## src/rtl/mips_cpu_pkg.sv

```systemverilog
// Shared CPU definitions: fetch FSM states, the boot vector and the full-word
// byte-enable pattern used by the instruction and data bus masters.
package mips_cpu_pkg;

  typedef enum logic [1:0] {
    IDLE = 2'd0,
    REQ  = 2'd1,
    HOLD = 2'd2
  } fetch_state_t;

  localparam logic [31:0] RESET_VECTOR    = 32'hBFC00000;
  localparam logic [3:0]  WORD_BYTEENABLE = 4'b1111;

  function automatic logic word_aligned(input logic [31:0] addr);
    return addr[1:0] == 2'b00;
  endfunction

endpackage

```

## src/rtl/mips_cpu_ifetch_if.sv

```systemverilog
// Avalon-MM read-only bus between the fetch unit (master) and the instruction
// memory (slave).
interface mips_cpu_ifetch_if;

  logic [31:0] avm_address;
  logic        avm_read;
  logic [3:0]  avm_byteenable;
  logic        avm_waitrequest;
  logic [31:0] avm_readdata;

  modport master (
    output avm_address,
    output avm_read,
    output avm_byteenable,
    input  avm_waitrequest,
    input  avm_readdata
  );

  modport slave (
    input  avm_address,
    input  avm_read,
    input  avm_byteenable,
    output avm_waitrequest,
    output avm_readdata
  );

endinterface

```

## src/rtl/mips_cpu_byteswap.sv

```systemverilog
// Combinational 32-bit byte reverser; ENABLE = 0 makes it a plain wire.
// Shared by the instruction fetch and the data-side memory unit.
module mips_cpu_byteswap #(
  parameter bit ENABLE = 1'b1
) (
  input  logic [31:0] din,
  output logic [31:0] dout
);

  genvar gi;
  generate
    for (gi = 0; gi < 4; gi++) begin : g_byte
      if (ENABLE) begin : g_swap
        assign dout[8*gi +: 8] = din[8*(3-gi) +: 8];
      end else begin : g_pass
        assign dout[8*gi +: 8] = din[8*gi +: 8];
      end
    end
  endgenerate

endmodule

```

## src/rtl/mips_cpu_ifetch.sv

```systemverilog
// Instruction fetch: turns the PC into single outstanding Avalon word reads,
// holds the returned word for decode and pulses pc_advance on acceptance.
module mips_cpu_ifetch
  import mips_cpu_pkg::*;
#(
  parameter bit          SWAP_BYTES = 1'b0,
  parameter logic [31:0] HALT_ADDR  = 32'h00000000
) (
  input  logic               clk,
  input  logic               reset,
  input  logic [31:0]        pc,
  input  logic               fetch_en,
  input  logic               instr_ready,
  output logic [31:0]        instr,
  output logic               instr_valid,
  output logic               pc_advance,
  output logic               fetch_fault,
  output logic               halted,
  mips_cpu_ifetch_if.master  avm
);

  fetch_state_t state_q, state_d;
  logic [31:0]  instr_q, instr_d;
  logic         instr_valid_q, instr_valid_d;
  logic         fetch_fault_q, fetch_fault_d;
  logic         halted_q, halted_d;
  logic         read_q, read_d;
  logic [31:0]  address_q, address_d;
  logic [3:0]   byteenable_q, byteenable_d;
  logic [31:0]  rdata_ordered;

  mips_cpu_byteswap #(
    .ENABLE (SWAP_BYTES)
  ) u_byteswap (
    .din  (avm.avm_readdata),
    .dout (rdata_ordered)
  );

  always_comb begin
    state_d       = state_q;
    instr_d       = instr_q;
    instr_valid_d = instr_valid_q;
    fetch_fault_d = fetch_fault_q;
    halted_d      = halted_q;
    read_d        = read_q;
    address_d     = address_q;
    byteenable_d  = byteenable_q;

    case (state_q)
      IDLE: begin
        // Halt wins over misalignment; both are sticky until reset.
        if (fetch_en && !halted_q && !fetch_fault_q) begin
          if (pc == HALT_ADDR) begin
            halted_d = 1'b1;
          end else if (!word_aligned(pc)) begin
            fetch_fault_d = 1'b1;
          end else begin
            address_d    = pc;
            read_d       = 1'b1;
            byteenable_d = WORD_BYTEENABLE;
            state_d      = REQ;
          end
        end
      end
      REQ: begin
        if (!avm.avm_waitrequest) begin
          instr_d       = rdata_ordered;
          instr_valid_d = 1'b1;
          read_d        = 1'b0;
          byteenable_d  = 4'b0000;
          state_d       = HOLD;
        end
      end
      HOLD: begin
        if (instr_ready) begin
          instr_valid_d = 1'b0;
          state_d       = IDLE;
        end
      end
      default: begin
        state_d = IDLE;
      end
    endcase
  end

  always_ff @(posedge clk) begin
    if (reset) begin
      state_q       <= IDLE;
      instr_q       <= 32'h0;
      instr_valid_q <= 1'b0;
      fetch_fault_q <= 1'b0;
      halted_q      <= 1'b0;
      read_q        <= 1'b0;
      address_q     <= 32'h0;
      byteenable_q  <= 4'b0000;
    end else begin
      state_q       <= state_d;
      instr_q       <= instr_d;
      instr_valid_q <= instr_valid_d;
      fetch_fault_q <= fetch_fault_d;
      halted_q      <= halted_d;
      read_q        <= read_d;
      address_q     <= address_d;
      byteenable_q  <= byteenable_d;
    end
  end

  // Same-cycle pulse so the PC register steps on the edge that leaves HOLD.
  assign pc_advance = (state_q == HOLD) && instr_ready && !reset;

  assign instr              = instr_q;
  assign instr_valid        = instr_valid_q;
  assign fetch_fault        = fetch_fault_q;
  assign halted             = halted_q;
  assign avm.avm_read       = read_q;
  assign avm.avm_address    = address_q;
  assign avm.avm_byteenable = byteenable_q;

endmodule

```

## src/flat_wrapper.sv

```systemverilog
// flat-port wrapper written by rule: the top's interface ports become plain ports
module mips_cpu_ifetch_flat import mips_cpu_pkg::*;
#(
  parameter bit          SWAP_BYTES = 1'b0,
  parameter logic [31:0] HALT_ADDR  = 32'h00000000
)
  (clk, reset, pc, fetch_en, instr_ready, instr, instr_valid, pc_advance, fetch_fault, halted, avm_avm_address, avm_avm_read, avm_avm_byteenable, avm_avm_waitrequest, avm_avm_readdata);
  mips_cpu_ifetch_if avm_i ();
  input  logic clk;
  input  logic reset;
  input  logic [31:0] pc;
  input  logic fetch_en;
  input  logic instr_ready;
  output logic [31:0] instr;
  output logic instr_valid;
  output logic pc_advance;
  output logic fetch_fault;
  output logic halted;
  output wire logic [$bits(avm_i.avm_address)-1:0] avm_avm_address;
  output wire logic [$bits(avm_i.avm_read)-1:0] avm_avm_read;
  output wire logic [$bits(avm_i.avm_byteenable)-1:0] avm_avm_byteenable;
  input wire logic [$bits(avm_i.avm_waitrequest)-1:0] avm_avm_waitrequest;
  input wire logic [$bits(avm_i.avm_readdata)-1:0] avm_avm_readdata;
  assign avm_avm_address = avm_i.avm_address;
  assign avm_avm_read = avm_i.avm_read;
  assign avm_avm_byteenable = avm_i.avm_byteenable;
  assign avm_i.avm_waitrequest = avm_avm_waitrequest;
  assign avm_i.avm_readdata = avm_avm_readdata;
  mips_cpu_ifetch #(.SWAP_BYTES(SWAP_BYTES), .HALT_ADDR(HALT_ADDR)) u_core (.clk(clk), .reset(reset), .pc(pc), .fetch_en(fetch_en), .instr_ready(instr_ready), .instr(instr), .instr_valid(instr_valid), .pc_advance(pc_advance), .fetch_fault(fetch_fault), .halted(halted), .avm(avm_i));
endmodule
```

## config.mk

```make
export PLATFORM = sky130hd
export DESIGN_NAME = mips_cpu_ifetch_flat
export DESIGN_NICKNAME = d
export VERILOG_FILES = /design/src/rtl/mips_cpu_pkg.sv /design/src/rtl/mips_cpu_ifetch_if.sv /design/src/rtl/mips_cpu_byteswap.sv /design/src/rtl/mips_cpu_ifetch.sv /design/src/flat_wrapper.sv
export SDC_FILE = /design/constraint.sdc
export NUM_CORES = 1
export LEC_CHECK = 0
export CAP_MARGIN = 30
export CORE_MARGIN = 5
export CORE_UTILIZATION = 42
export DETAILED_ROUTE_END_ITERATION = 7
export MAX_ROUTING_LAYER = met4
export PLACE_DENSITY = 0.87
export SETUP_SLACK_MARGIN = 0.5
export SYNTH_ARGS = -nofsm -noshare
export SYNTH_HDL_FRONTEND = slang
export SYNTH_SLANG_ARGS = --single-unit
```

## constraint.sdc

```tcl
create_clock -name clk -period 3.5 [get_ports clk]
set_clock_uncertainty 0.05 [all_clocks]
set_input_delay 1.05 -clock clk [delete_from_list [all_inputs] [get_ports clk]]
set_output_delay 1.05 -clock clk [all_outputs]
set_load 0.01 [all_outputs]
```

Run 1, cell outlines without signal wires:
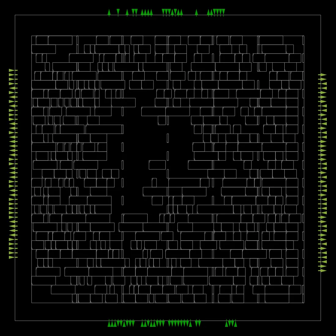
end-of-flow core utilization: 67.16%
number of sequential storage elements: 70
sequential share of cell area: 30.71%
post-layout instance count excluding filler cells: 554
Std-Cell Rows: 30

Run 1, the metal 2 layer:
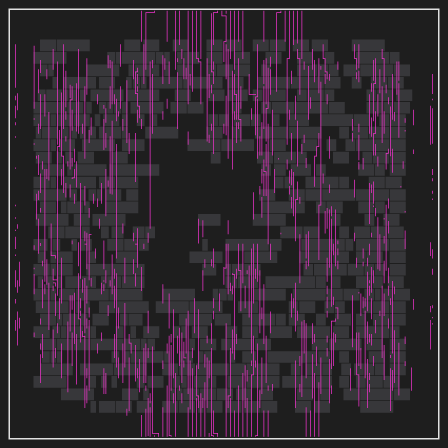
main direction: vertical
wire length on this layer: 3440 um
GR Layer Usage met2: 27.64%
detailed-route via count: 2602
final wirelength: 7699 um

Run 1, register map, names as in the netlist:
Other sequential cells in the stronger gray, the rest of the logic in the fainter gray.
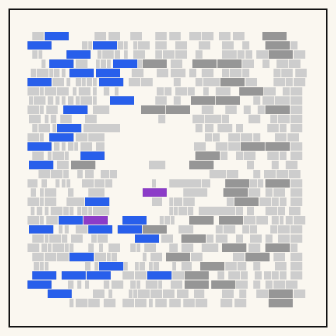
[`u_core.state_q`] purple | sequential cells: 2
[`u_core.instr`] blue | sequential cells: 32
not colored: 36

Run 1, M1 wires:
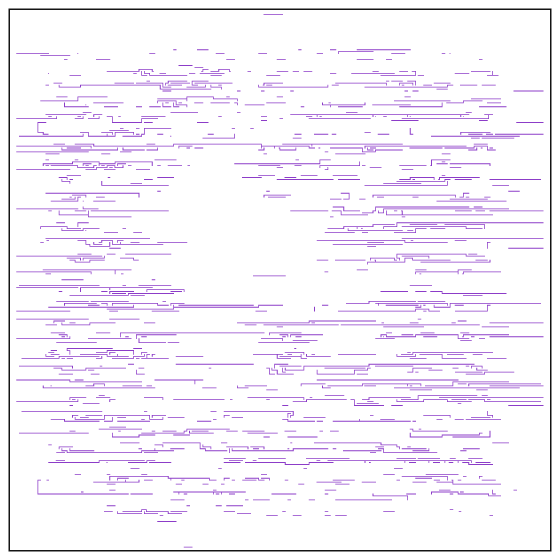
nets with wire on the layer: 467
share of all routed wire: 47%
longest straight run: 30.8 um

==> results.cfg, run 1 <==
; physical design summary
[clock_network]
cts-hold-fix-buffers = 0
h_tree_levels = 3
clk-insertion-delay-late_ns = 0.33
cts_num_sinks = 70

[synthesis]
floorplan.nets = 391
synth-compound-area-share_pct = 8.480
synth_cell_types = 28
ys_top_logic_family = simple AND/OR/NAND/NOR gates

[route]
met2RoutedLength_um = 3441

[final_layout]
diodes = 0
multiInputGateArea_mm2 = 0.001366
nNetsFinal = 522

[outcome]
outcome = finished clean

[setup_path]
critPathMaxFanout = 21
worstSetupEndpoint = u_core.avm.avm_address[30]
setup.worst_path.start = pc[21]

[placed_design]
placed_cells = 538

[sta]
final_min_period_over_clock_period_pct = 80.87

[run]
timing.max_cap.violations = 0

[global_routing]
grt_antenna_before_repair = 0
## run 1: placed cells by master, fill, tap and decap left out, drive strengths merged
cell	synthesis	final
clkdlybuf4s50	0	138
dfxtp	70	70
nand2	66	66
nand2b	61	61
a21oi	35	35
mux2i	30	30
clkbuf	15	10
nor4	8	8
buf	11	7
nor2	6	6
inv	3	3
clkinv	0	3
and3b	2	2
bufinv	0	2
nand4	2	2
nor2b	2	2
nor4b	1	1
nor3b	1	1
o2111ai	1	1
o211ai	1	1
a2111oi	1	1
a211oi	1	1
o21bai	1	1
o21ai	1	1
nand3b	1	1
nor3	1	1
o21ba	1	1
clkinvlp	0	1
dlygate4sd2	0	1
## run 1: where the power goes
group | leakage, nW | switching (mW) | internal (mW)
logic | 1.08 | 0.0817 | 0.136
clock network | 0.106 | 0.299 | 0.400
registers | 0.566 | 0.0114 | 0.815
total | 1.75 | 0.392 | 1.35
## run 1: logic make-up after synthesis
logic type,Yosys count
buffers and inverters,29
AOI/OAI and AO/OA,42
muxes,30
and+or+nand+nor,151
DFF,70
## run 1: metrics by stage
| step | setup slack (ns) | hold slack, ns |
|---|---|---|
| global route | 0.5004 | 0.4263 |
| detailed placement | -0.06333 | 0.3969 |
| global placement | -0.03665 | 0.3905 |
| floorplan | 0.5545 | 0.4305 |
| CTS | 0.6643 | 0.4056 |
| finish | 0.6697 | 0.4064 |
## run 1: flip-flops by register name (all words and copies together), names as in the netlist
signal	flops
u_core.avm.avm_address	32
u_core.instr	32
u_core.state_q	2
u_core.avm.avm_byteenable	1
u_core.fetch_fault	1
u_core.halted	1
u_core.instr_valid	1
## run 1: worst min-delay path, stage by stage, from the launching register on
cell and delay [ns]:
dfxtp_1 0.31, nand2_1 0.05, a21oi_1 0.05
## run 1: final cells by class
class | instances | share of cell area [%]
well taps | 96 | 2.632
clock inverters | 6 | 1.892
repair buffers | 146 | 31.78
clock buffers | 10 | 2.797
multi-input cells | 223 | 29.94
flip-flops and latches | 70 | 30.71
inverters | 3 | 0.2468
## run 1: how the worst min path moves through the flow
stage	end	slack, ns	depth (start not counted)
floorplan	u_core.instr[0]	0.43	2
global placement	u_core.instr[14]	0.39	2
detailed placement	u_core.instr[30]	0.40	2
CTS	u_core.instr[30]	0.41	2
global route	u_core.instr[30]	0.43	2
finish	u_core.instr[30]	0.41	2
## run 1: metal layers
layer  vias up  GRT usage (%)
met5         -              -
met4         0          5.861
met3         7          4.747
met2        98          27.64
met1      1184          23.23
li1       1313              -
==> run 1 -> run 2 <==
- CORE_UTILIZATION: 42 -> 37
- PLACE_DENSITY: 0.87 -> 0.81
- clock period: 3.5 -> 2.49 ns (I/O delays scaled with it)
==> run 2 against run 1 <==
Effect of this change: design area increased by 5.3%; sequential cell count unchanged; cell count increased by 5.4%; global-route usage decreased by 0.42 points; largest cell class unchanged; core utilization decreased by 5.0 points; power increased by 45%.
==> results.cfg, run 2 <==
; physical design summary
[run]
timing.max_cap.violations = 0
warning_count = 31

[final_layout]
layout-area-overhead-vs-synth_pct = 64.45
diodes = 0
nNetsFinal = 546
multiInputGateArea_mm2 = 0.001480
register_area_mm2 = 0.001404
most_frequent_logic_cell_in_the_layout = dlygate4sd2_1
instances_no_fill = 584
mostFrequentLayoutCells = dlygate4sd2_1, dfxtp_1, nand2_1

[setup_path]
critPathMaxFanout = 2
cp.arrival_ns = 1.28
timing.setup.critical_path_class = input pin to output port
crit_path_start_kind = input pin

[clock_network]
numCtsBuffers = 9
h_tree_levels = 3
cts_tree = yes
cts-hold-fix-buffers = 0
clk-insertion-delay-late_ns = 0.33
cts_num_sinks = 70

[synthesis]
top_area_share_pct = 47.97
synth-compound-area-share_pct = 8.480
ys_top_logic_family = simple AND/OR/NAND/NOR gates
netlist_instances = 322
yosysTopAreaCell = dfxtp_1
floorplan.nets = 391
synth_cell_types = 28
post_synth_main_area_contributors = dfxtp_1, nand2b_1, mux2i_1
muxShareOfSynthArea_pct = 10.28

[sta]
worst_slew_pin_slew_ns = 0.7908
hold_viol = 0
relative_slew_slack_pct = 47.28
final_min_period_over_clock_period_pct = 83.38
setup_viol = 0

[floorplanning]
fp-row-count = 32
floorplan.io_pins = 142
die.size.x_um = 98.86

[placed_design]
post-dp-hpwl_um = 5954
placed_cells = 557
gp_congestion = 0.7246

[power]
power-per-cell-area_mw_per_mm2 = 526.6

[global_routing]
grt_remaining_overflow = 0
grt_antenna_before_repair = 0
largest_net_degree_at_the_start_of_global_routing = 101

[route]
routed_wire_length_per_instance_um = 14.37
vias_per_cell = 4.673

[outcome]
outcome = finished clean
## run 2: cell count changes in the layout (fill, tap and decap cells not counted), moves of 8 or more
cell	delta
buf_6	+12
clkdlybuf4s50_1	-105
dlygate4sd2_1	+71
buf_4	+16
buf_2	+14
nor4_4	+8
## run 2: final cells by class
class                   instances  area share (%)
multi-input cells             223           30.81
clock buffers                  11           3.151
repair buffers                170           32.24
well taps                     102           2.656
inverters                       3          0.2344
flip-flops and latches         70           29.22
clock inverters                 5           1.693
## run 2: report_power, final
group / switching [mW] / total [mW] / internal [mW]
Sequential: 0.0155 / 1.16 / 1.15
Combinational: 0.137 / 0.329 / 0.192
Clock: 0.421 / 1.04 / 0.619
## run 2: logic make-up after synthesis
logic type,Yosys count
multiplexers,30
flip-flops,70
AND/OR/NAND/NOR,151
AND-OR/OR-AND,42
buffers and inverters,29
## run 2: per-stage QoR
step	worst slack [ns]	hold slack, ns	setup TNS [ns]	power, mW
floorplan	0.3745	0.4284	0	1.314
global placement	-0.3705	0.3907	-3.910	1.511
detailed placement	-0.4136	0.3969	-5.232	1.515
CTS	0.3777	0.4041	0	2.552
global route	0.3970	0.4220	0	2.637
finish	0.4138	0.4021	0	2.530
## run 2: critical path: stages
cell and delay [ns]:
buf_6 0.10, nor4b_4 0.25, buf_2 0.18
## run 2: path summary, 6_finish.rpt
kind	start	end	slack [ns]	depth (start not counted)
setup / recovery	reset	pc_advance	0.41	3
hold / removal	u_core.instr[9]	u_core.instr[9]	0.40	2
setup reg to reg	u_core.state_q[0]	u_core.avm.avm_address[8]	0.83	7
hold reg to reg	u_core.instr[9]	u_core.instr[9]	0.40	2
## run 2: timing repair
item / in CTS / in global routing
endpoints found under the setup margin: 108 / 29
cloned: 3 / 0
resized: 198 / 40
setup buffers: 6 / 2
pin swaps: 12 / 12
## run 2: per-layer routing
| metal | track usage, % | part of all wire [%] | up-vias |
|---|---|---|---|
| li1 | - | - | 1367 |
| met1 | 21.13 | 42 | 1259 |
| met2 | 29.49 | 50 | 95 |
| met3 | 3.822 | 6.7 | 8 |
| met4 | 5.567 | 0.83 | 0 |
| met5 | - | 0 | - |
Run 2, M1 wires:
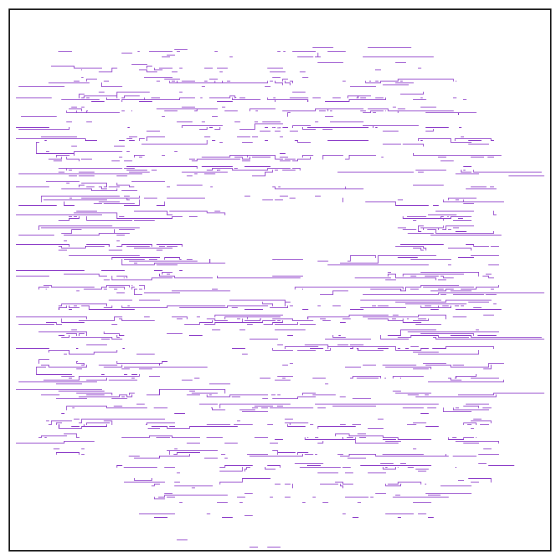
main direction: horizontal
wire length on this layer: 3540 um
longest straight run: 22.5 um
share of all routed wire: 42%
met1 track demand over resource: 21.13%
detailed-route via count: 2729
final wirelength: 8391 um

Run 2, local utilization:
The die is cut into 10 by 10 equal tiles; white is low, dark blue is high, 0 to 100% covered.
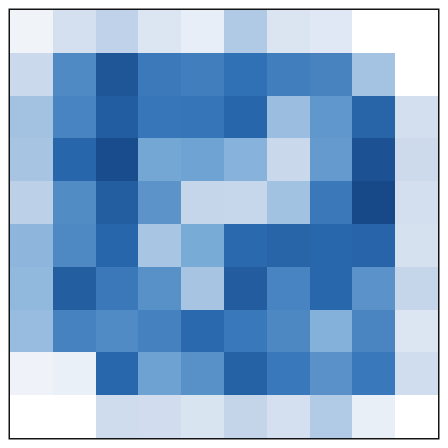
fullest tile: 90%
tiles over 75% full: 20%
nearly empty tiles: 6.0%
mean over tiles: 48%
core region area: 0.007727 mm^2
end-of-flow core utilization: 62.18%
core utilization at floorplan: 37.81%

==> run 2 -> run 3 <==
- clock period: 2.49 -> 1.9 ns (I/O delays scaled with it)
==> run 3 against run 2 <==
Effect of this change: non-clock buffer count is 43 higher; global-route usage is 2.8 points higher; synthesized cell count stayed put; core utilization is 15 points higher; die area stayed put; critical path depth is 5 higher; clock-buffer cell count is 3 higher; sequential cell count stayed put; largest cell class unchanged.
==> results.cfg, run 3 <==
; physical design summary
[synthesis]
yosysTopAreaCell = dfxtp_1
post_synth_main_area_contributors = dfxtp_1, nand2b_1, mux2i_1
synth_cell_types = 28

[floorplanning]
die.size.x_um = 98.86

[sta]
setup_total_negative_slack_ns = 0
worst_slew_pin_slew_ns = 0.7374
hold_viol = 0
final_min_period_over_clock_period_pct = 97.52
fin_ws_ns = 0.04718

[run]
warning_count = 31

[setup_path]
crit_path_top_delay_cell = o2111ai_4
timing.critical_path.slowest_cell_delay_ns = 0.30
critical-path-top-delay-family = simple AND/OR/NAND/NOR gates
critPathMaxFanout = 6

[outcome]
outcome = finished clean

[placed_design]
post-dp-hpwl_um = 6042
gp_congestion = 0.7971

[route]
routed_wire_length_per_instance_um = 17.51

[final_layout]
diodes = 0

[clock_network]
numCtsBuffers = 9
[run 3: cell count changes in the layout (fill, tap and decap cells not counted), moves of 22 or more]
cell | before | now
a21oi_2 | 0 | 32
dfxtp_1 | 68 | 1
buf_6 | 12 | 94
nand2_4 | 0 | 31
dfxtp_2 | 2 | 66
dlygate4sd2_1 | 72 | 2
a21oi_1 | 35 | 3
nand2_1 | 66 | 34
buf_4 | 20 | 42
[run 3: worst paths after layout]
path	startpoint	end	slack [ns]	cells past startpoint
setup / recovery	pc[29]	u_core.avm.avm_address[12]	0.05	8
hold / removal	u_core.instr[30]	u_core.instr[30]	0.42	2
hold reg to reg	u_core.instr[30]	u_core.instr[30]	0.42	2
setup reg to reg	u_core.state_q[0]	u_core.avm.avm_address[12]	0.14	8
[run 3: cells by family (layout without fill, tap and decap cells)]
| family | after synthesis | after routing | synth area share (%) |
|---|---|---|---|
| AND-OR/OR-AND | 42 | 42 | 8.480 |
| buffers and inverters | 29 | 231 | 5.567 |
| flip-flops | 70 | 70 | 47.97 |
| multiplexers | 30 | 30 | 10.28 |
| AND/OR/NAND/NOR | 151 | 151 | 27.71 |
[run 3: area by class of cell]
cell class | count | area, um^2 | area share, %
inverters | 3 | 13.76 | 0.2315
well taps | 102 | 127.6 | 2.147
multi-input cells | 223 | 1869 | 31.45
flip-flops and latches | 70 | 1495 | 25.15
clock inverters | 1 | 30.03 | 0.5052
repair buffers | 213 | 2256 | 37.95
clock buffers | 14 | 152.6 | 2.568
[run 3: timing repair]
action | CTS | global route
endpoints found under the setup margin | 141 | 142
hold endpoints to repair | 0 | 0
setup buffers | 25 | 12
gates cloned | 8 | 1
resized | 585 | 132
pin swaps | 11 | 52
hold buffers | 0 | 0
[run 3: tightest hold or removal path, delay by kind of cell (launching register included)]
| family | cells | cell delay [ns] |
|---|---|---|
| flip-flops | 1 | 0.33 |
| AND-OR/OR-AND | 1 | 0.05 |
| AND/OR/NAND/NOR | 1 | 0.06 |
[run 3: per-layer routing]
metal / up-vias / global-route usage, % / wire length (um)
met3: 16 / 4.317 / 560
met2: 92 / 35.90 / 5963
met5: - / - / 0
li1: 1456 / - / -
met1: 1475 / 22.51 / 4214
met4: 0 / 8.193 / 225
[run 3: through the flow]
stage,cell area [um^2],instances,hold slack [ns]
2_1_floorplan,3008,322,0.4305
3_3_place_gp,4596,565,0.3911
3_5_place_dp,4596,565,0.3977
4_1_cts,5354,613,0.4117
5_1_grt,5944,626,0.4177
6_report,5944,626,0.4191
[run 3: power breakdown]
part / switching, mW / internal, mW
Combinational: 0.245 / 0.338
Sequential: 0.0275 / 1.50
Clock: 0.555 / 0.639
Total: 0.827 / 2.48
Run 3, local utilization:
The die is cut into 10 by 10 equal tiles; white is low, dark blue is high, 0 to 100% covered.
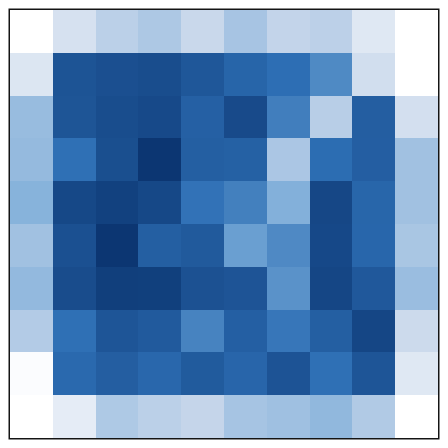
emptiest ninth of the die: north-east
nearly empty tiles: 6.0%
mean over tiles: 60%
end-of-flow core utilization: 76.93%

Run 3, the metal 2 layer:
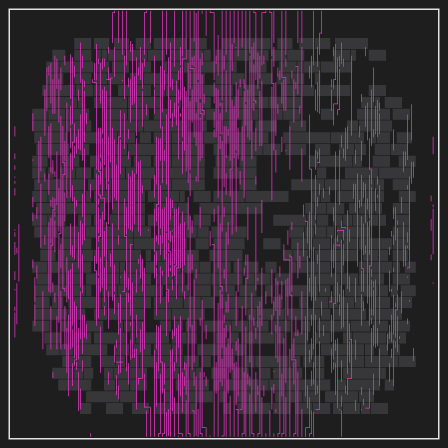
wire length on this layer: 5960 um
main direction: vertical
longest straight run: 44.4 um
share of all routed wire: 54%
nets with wire on the layer: 554
GR Layer Usage met2: 35.90%
detailed-route via count: 3039
final wirelength: 10960 um

Power is estimated from default activity; no workload was simulated.
